[config.mk]
export PLATFORM = sky130hd
export DESIGN_NAME = seg_serial_out
export DESIGN_NICKNAME = d
export VERILOG_FILES = /design/src/rtl/seg_serial_out.sv
export SDC_FILE = /design/constraint.sdc
export NUM_CORES = 1
export LEC_CHECK = 0
export CAP_MARGIN = 20
export CORE_AREA = 2 2 83 117
export DETAILED_ROUTE_END_ITERATION = 6
export DIE_AREA = 0 0 85 119
export PLACE_DENSITY = 0.8
export SYNTH_ARGS = -nofsm -noshare
export SYNTH_HDL_FRONTEND = slang
export SYNTH_SLANG_ARGS = --single-unit
[constraint.sdc]
create_clock -name clk -period 1.9 [get_ports clk]
set_clock_uncertainty 0.1 [all_clocks]
set_input_delay 0.38 -clock clk [delete_from_list [all_inputs] [get_ports clk]]
set_output_delay 0.38 -clock clk [all_outputs]
set_load 0.02 [all_outputs]
[src/rtl/seg_serial_out.sv]
// Serialises a 64-bit 7-segment image MSB-first into cascaded 74HC595 registers, then pulses the storage latch.
// Latency: 129*CLK_DIV cycles from the start edge to done; busy falls one cycle later.
// Backpressure: start is ignored while busy. The optional SEG_AUTO_REFRESH_EN re-sends every REFRESH_CYC cycles.
module seg_serial_out #(
    parameter int CLK_DIV     = 2,
    parameter int REFRESH_CYC = 50000
) (
    input  logic        clk,
    input  logic        rst_n,
    input  logic        start,
    input  logic [63:0] SEG_TXT,
    output logic        busy,
    output logic        done,
    output logic        seg_clk,
    output logic        seg_dat,
    output logic        seg_en,
    output logic        seg_clr_n
);

    typedef enum logic [1:0] {
        IDLE  = 2'd0,
        SHIFT = 2'd1,
        LATCH = 2'd2,
        DONE  = 2'd3
    } state_t;

    localparam logic [8:0] PH_MID  = 9'(CLK_DIV - 1);
    localparam logic [8:0] PH_LAST = 9'(2 * CLK_DIV - 1);

    if (CLK_DIV < 1 || CLK_DIV > 255 || REFRESH_CYC < 1) begin : g_illegal_cfg
        $error("seg_serial_out: CLK_DIV must be 1..255 and REFRESH_CYC >= 1");
    end

    state_t      state_q, state_d;
    logic [63:0] shreg_q, shreg_d;
    logic [8:0]  phase_q, phase_d;
    logic [5:0]  bit_cnt_q, bit_cnt_d;
    logic        busy_q, busy_d;
    logic        done_q, done_d;
    logic        seg_clk_q, seg_clk_d;
    logic        seg_dat_q, seg_dat_d;
    logic        seg_en_q, seg_en_d;
    logic        seg_clr_n_q, seg_clr_n_d;
    logic        start_req;
    logic        load;

`ifdef SEG_AUTO_REFRESH_EN
    localparam int RW = (REFRESH_CYC > 1) ? $clog2(REFRESH_CYC) : 1;

    logic [RW-1:0] ref_cnt_q, ref_cnt_d;
    logic          pend_q, pend_d;
    logic          ref_wrap;

    always_comb begin
        ref_wrap  = (ref_cnt_q == RW'(REFRESH_CYC - 1));
        ref_cnt_d = ref_wrap ? '0 : ref_cnt_q + RW'(1);
        // A wrap landing on the load edge counts as a fresh request.
        pend_d    = (pend_q & ~load) | ref_wrap;
        start_req = start | pend_q;
    end

    always_ff @(posedge clk or negedge rst_n) begin
        if (!rst_n) begin
            ref_cnt_q <= '0;
            pend_q    <= 1'b0;
        end else begin
            ref_cnt_q <= ref_cnt_d;
            pend_q    <= pend_d;
        end
    end
`else
    always_comb begin
        start_req = start;
    end
`endif

    always_comb begin
        state_d     = state_q;
        shreg_d     = shreg_q;
        phase_d     = phase_q;
        bit_cnt_d   = bit_cnt_q;
        busy_d      = busy_q;
        done_d      = done_q;
        seg_clk_d   = seg_clk_q;
        seg_dat_d   = seg_dat_q;
        seg_en_d    = seg_en_q;
        seg_clr_n_d = 1'b1;
        load        = 1'b0;

        case (state_q)
            IDLE: begin
                if (start_req) begin
                    load      = 1'b1;
                    state_d   = SHIFT;
                    shreg_d   = SEG_TXT;
                    busy_d    = 1'b1;
                    seg_dat_d = SEG_TXT[63];
                    seg_clk_d = 1'b0;
                    phase_d   = '0;
                    bit_cnt_d = 6'd63;
                end
            end

            SHIFT: begin
                if (phase_q == PH_LAST) begin
                    seg_clk_d = 1'b0;
                    phase_d   = '0;
                    if (bit_cnt_q == 6'd0) begin
                        seg_en_d = 1'b1;
                        state_d  = LATCH;
                    end else begin
                        // Rotate rather than shift so every register bit stays live.
                        shreg_d   = {shreg_q[62:0], shreg_q[63]};
                        seg_dat_d = shreg_q[62];
                        bit_cnt_d = bit_cnt_q - 6'd1;
                    end
                end else begin
                    phase_d = phase_q + 9'd1;
                    if (phase_q == PH_MID) begin
                        seg_clk_d = 1'b1;
                    end
                end
            end

            LATCH: begin
                if (phase_q == PH_MID) begin
                    seg_en_d = 1'b0;
                    done_d   = 1'b1;
                    phase_d  = '0;
                    state_d  = DONE;
                end else begin
                    phase_d = phase_q + 9'd1;
                end
            end

            DONE: begin
                done_d    = 1'b0;
                busy_d    = 1'b0;
                seg_dat_d = 1'b0;
                state_d   = IDLE;
            end

            default: begin
                state_d = IDLE;
            end
        endcase
    end

    always_ff @(posedge clk or negedge rst_n) begin
        if (!rst_n) begin
            state_q     <= IDLE;
            shreg_q     <= '0;
            phase_q     <= '0;
            bit_cnt_q   <= '0;
            busy_q      <= 1'b0;
            done_q      <= 1'b0;
            seg_clk_q   <= 1'b0;
            seg_dat_q   <= 1'b0;
            seg_en_q    <= 1'b0;
            seg_clr_n_q <= 1'b0;
        end else begin
            state_q     <= state_d;
            shreg_q     <= shreg_d;
            phase_q     <= phase_d;
            bit_cnt_q   <= bit_cnt_d;
            busy_q      <= busy_d;
            done_q      <= done_d;
            seg_clk_q   <= seg_clk_d;
            seg_dat_q   <= seg_dat_d;
            seg_en_q    <= seg_en_d;
            seg_clr_n_q <= seg_clr_n_d;
        end
    end

    assign busy      = busy_q;
    assign done      = done_q;
    assign seg_clk   = seg_clk_q;
    assign seg_dat   = seg_dat_q;
    assign seg_en    = seg_en_q;
    assign seg_clr_n = seg_clr_n_q;

endmodule

Fig. 1: clock nets
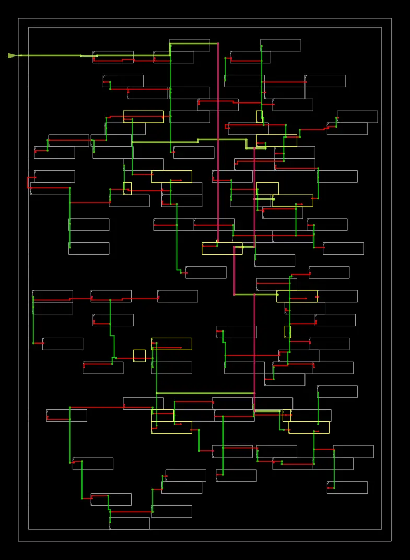
clock group power: 1.65 mW
count of clock-net buffers in the final layout: 13
clock latency on the worst-skew pair: 330 ps
FF+latch count: 87

Fig. 2: the metal 2 layer
Drawn at 3 px/um.
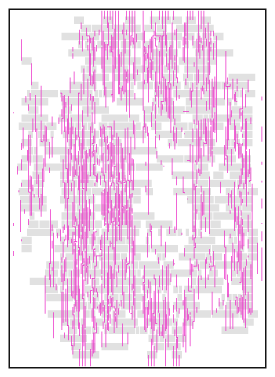
nets with wire on the layer: 510
share of all routed wire: 52%
main direction: vertical

==> impl_results.html <==
<h2>Implementation results</h2>
<table>
<tr><th>Metric</th><th>Value</th></tr>
<tr><th colspan="2">Placed design</th></tr>
<tr><td>Input/output buffers</td><td>72</td></tr>
<tr><td>Post-DP Area</td><td>0.005426 mm^2</td></tr>
<tr><td>Total placed cells including tap cells</td><td>623</td></tr>
<tr><td>Post-detail-place hpwl</td><td>6677 um</td></tr>
<tr><th colspan="2">Synthesis</th></tr>
<tr><td>Synth area leaders</td><td>dfrtp_1, mux2i_1, nand2_1, o21ai_0, ha_1</td></tr>
<tr><td>Area fraction of the dominant cell type after synthesis</td><td>0.5107</td></tr>
<tr><td>Yosys synthesis warning count</td><td>0</td></tr>
<tr><td>Post-synthesis register bit count</td><td>87</td></tr>
<tr><td>Cell total in the yosys stat output</td><td>419</td></tr>
<tr><td>Mapped Avg Cell Area</td><td>10.17 um^2</td></tr>
<tr><td>Distinct lib cells used</td><td>39</td></tr>
<tr><td>Number of cells produced by synthesis</td><td>419</td></tr>
<tr><td>List of most frequent post-synthesis cells</td><td>dfrtp_1, nand2_1, mux2i_1</td></tr>
<tr><td>Portion of the post-synthesis area used by sequential elements</td><td>0.5107</td></tr>
<tr><td>Most frequent cell after synthesis</td><td>dfrtp_1</td></tr>
<tr><td>Yosys synthesis chip area</td><td>0.004263 mm^2</td></tr>
<tr><td>Dominant Register Cell</td><td>dfrtp_1</td></tr>
<tr><th colspan="2">CTS</th></tr>
<tr><td>Total CTS buffers</td><td>9</td></tr>
<tr><td>H-tree levels</td><td>3</td></tr>
<tr><td>CTS tree</td><td>built</td></tr>
<tr><td>Clock transition at the register clock pins on the worst setup and hold paths after CTS</td><td>60 ps</td></tr>
<tr><td># clock sinks</td><td>87</td></tr>
<tr><td>Number of buffers between clock root and the deepest sink</td><td>2</td></tr>
<tr><th colspan="2">Min path</th></tr>
<tr><td>Class of the most critical hold timing path</td><td>in2async</td></tr>
<tr><th colspan="2">Final timing</th></tr>
<tr><td>Slew of the pin with the lowest slew margin</td><td>~540 ps</td></tr>
<tr><td>Number of max-slew violations in the final report</td><td>0</td></tr>
<tr><td>Fraction of the cycle the final worst path needs</td><td>1.071</td></tr>
<tr><td>Setup TNS</td><td>-3530 ps</td></tr>
<tr><td>Minimum setup slack in the final design</td><td>-135.2 ps</td></tr>
<tr><td>Final setup violation count</td><td>between 60 and 70</td></tr>
<tr><td>Final Critical Period</td><td>roughly 2000 ps</td></tr>
<tr><td>Timing-limited maximum frequency</td><td>a little under 500 MHz</td></tr>
<tr><td>WHS</td><td>380.1 ps</td></tr>
<tr><th colspan="2">Cells and area</th></tr>
<tr><td>Number of nets in the final layout</td><td>about 610</td></tr>
<tr><td>Share of the core filled with cells in the final layout</td><td>0.6321</td></tr>
<tr><td>Layout overhead on the synthesized area</td><td>36.37%</td></tr>
<tr><td>Final std cell area, no fill</td><td>between 0.005 and 0.006 mm^2</td></tr>
<tr><td>Number of diodes</td><td>0</td></tr>
<tr><th colspan="2">GRT</th></tr>
<tr><td>Global Route met2 Usage</td><td>0.3350</td></tr>
<tr><td>Overflow left after global routing</td><td>0</td></tr>
<tr><td>Wire length of the first global-routing pass</td><td>16000 um</td></tr>
<tr><td>Met1 track demand over resource</td><td>0.2417</td></tr>
<tr><td>Via count of the first global-routing pass</td><td>~3500</td></tr>
<tr><td>Routing layer with the top usage in global route</td><td>met2</td></tr>
<tr><th colspan="2">Power</th></tr>
<tr><td>VDD IR max</td><td>0.5504 mV</td></tr>
<tr><td>Power after layout</td><td>3.696 mW</td></tr>
<tr><td>Total power per unit cell area</td><td>635.7 mW/mm^2</td></tr>
<tr><td>Leakage Power</td><td>2.935 nW</td></tr>
<tr><th colspan="2">Setup path</th></tr>
<tr><td>Critical path startpoint category</td><td>flip-flop</td></tr>
<tr><td>Logic depth of the worst register-to-register path</td><td>6</td></tr>
<tr><td>CP Data Required Time</td><td>2020 ps</td></tr>
<tr><td>Capture instance of the worst register-to-register path</td><td>seg_dat$_DFFE_PN0P_</td></tr>
<tr><td>R2r startpoint</td><td>phase_q[1]$_DFFE_PN0P_</td></tr>
<tr><td>Worst setup path startpoint</td><td>phase_q[1]$_DFFE_PN0P_</td></tr>
<tr><td>Crit path max fanout</td><td>4</td></tr>
<tr><td>Destination of the critical timing path</td><td>seg_dat$_DFFE_PN0P_</td></tr>
<tr><td>FF-to-FF setup slack</td><td>-140 ps</td></tr>
<tr><td>Critical Setup Path Class</td><td>reg2reg</td></tr>
<tr><th colspan="2">Job</th></tr>
<tr><td>Max-capacitance violation count</td><td>0</td></tr>
<tr><td>Count of tool warnings</td><td>37</td></tr>
<tr><th colspan="2">Status</th></tr>
<tr><td>Status</td><td>finished with violations</td></tr>
<tr><td>Failing checks</td><td>setup timing</td></tr>
<tr><th colspan="2">Detailed routing</th></tr>
<tr><td>Initial DRC Count</td><td>158</td></tr>
<tr><td>Ratio of routed vias to standard cells</td><td>5.253</td></tr>
<tr><td>Met1 wire length</td><td>3954 um</td></tr>
<tr><td>Antenna violation net count after detailed routing</td><td>0</td></tr>
<tr><td>Top sig layer</td><td>met4</td></tr>
<tr><td>Vias</td><td>3378</td></tr>
<tr><td>Detail-routed net length per standard cell</td><td>14.68 um</td></tr>
<tr><td>Total detailed-routing wirelength</td><td>9437 um</td></tr>
<tr><td>Routed length on met3</td><td>390 um</td></tr>
<tr><td>Met2 wire length</td><td>4917 um</td></tr>
<tr><th colspan="2">Floorplanning</th></tr>
<tr><td>Die ar.</td><td>about 0.010 mm^2</td></tr>
<tr><td>Io pins</td><td>73</td></tr>
<tr><td>Die outline width</td><td>85 um</td></tr>
<tr><td>Floorplan Core Area</td><td>around 0.0092 mm^2</td></tr>
</table>
==> state kept, by name, indices dropped and copies added (netlist names) <==
signal,flops
shreg_q,64
phase_q,9
bit_cnt_q,6
state_q,2
busy,1
done,1
seg_clk,1
seg_clr_n,1
seg_dat,1
seg_en,1
==> power breakdown <==
part | switching (mW) | total (mW) | internal, mW
Clock | 0.694 | 1.65 | 0.954
Sequential | 0.000310 | 1.85 | 1.85
Combinational | 0.0619 | 0.194 | 0.132
Total | 0.756 | 3.70 | 2.94
==> cells by family after synthesis <==
logic type	synth area share
simple gates	0.1297
compound gates	0.1245
flops	0.5107
mux	0.1579
buf+inv	0.03581
fa+ha+maj	0.03229
xor+xnor	0.008218
other cells	0.0008797
==> area by class of cell <==
type,instances,area (um^2)
inverters,7,26.28
flip-flops and latches,87,2177
repair buffers,121,1155
fillers,708,3383
clock inverters,3,17.52
clock buffers,13,260.3
multi-input cells,302,2039
well taps,110,137.6
==> cell usage in the layout (no fill, tap or decap), types with 3 or more instances in the layout <==
cell type        count
nand3_1              8
o2bb2ai_1            4
ha_1                10
nand2b_1             5
clkbuf_16            9
nor2_1               6
o21ai_0             47
buf_4               43
and3_1               3
clkdlybuf4s50_1     71
a21oi_1              5
inv_1                7
xor2_1               4
nand2_1             84
o21ai_1             25
mux2i_1             65
dfrtp_1             87
buf_12               5
==> what timing repair did <==
| action | in CTS | in global routing |
|---|---|---|
| setup buffers | 2 | 1 |
| endpoints found under the hold margin | 20 | 0 |
| gates resized | 13 | 9 |
| pin swaps | 1 | 1 |
| endpoints found under the setup margin | 80 | 83 |
| hold buffers | 1 | 0 |
==> worst max-delay path: stages, from the launching register on <==
cell and delay (ps):
dfrtp_1 390, ha_1 180, or4b_4 500, nor2_4 110, a21oi_1 70, nor3_1 210, mux2_2 360
Power is estimated from default activity; no workload was simulated.
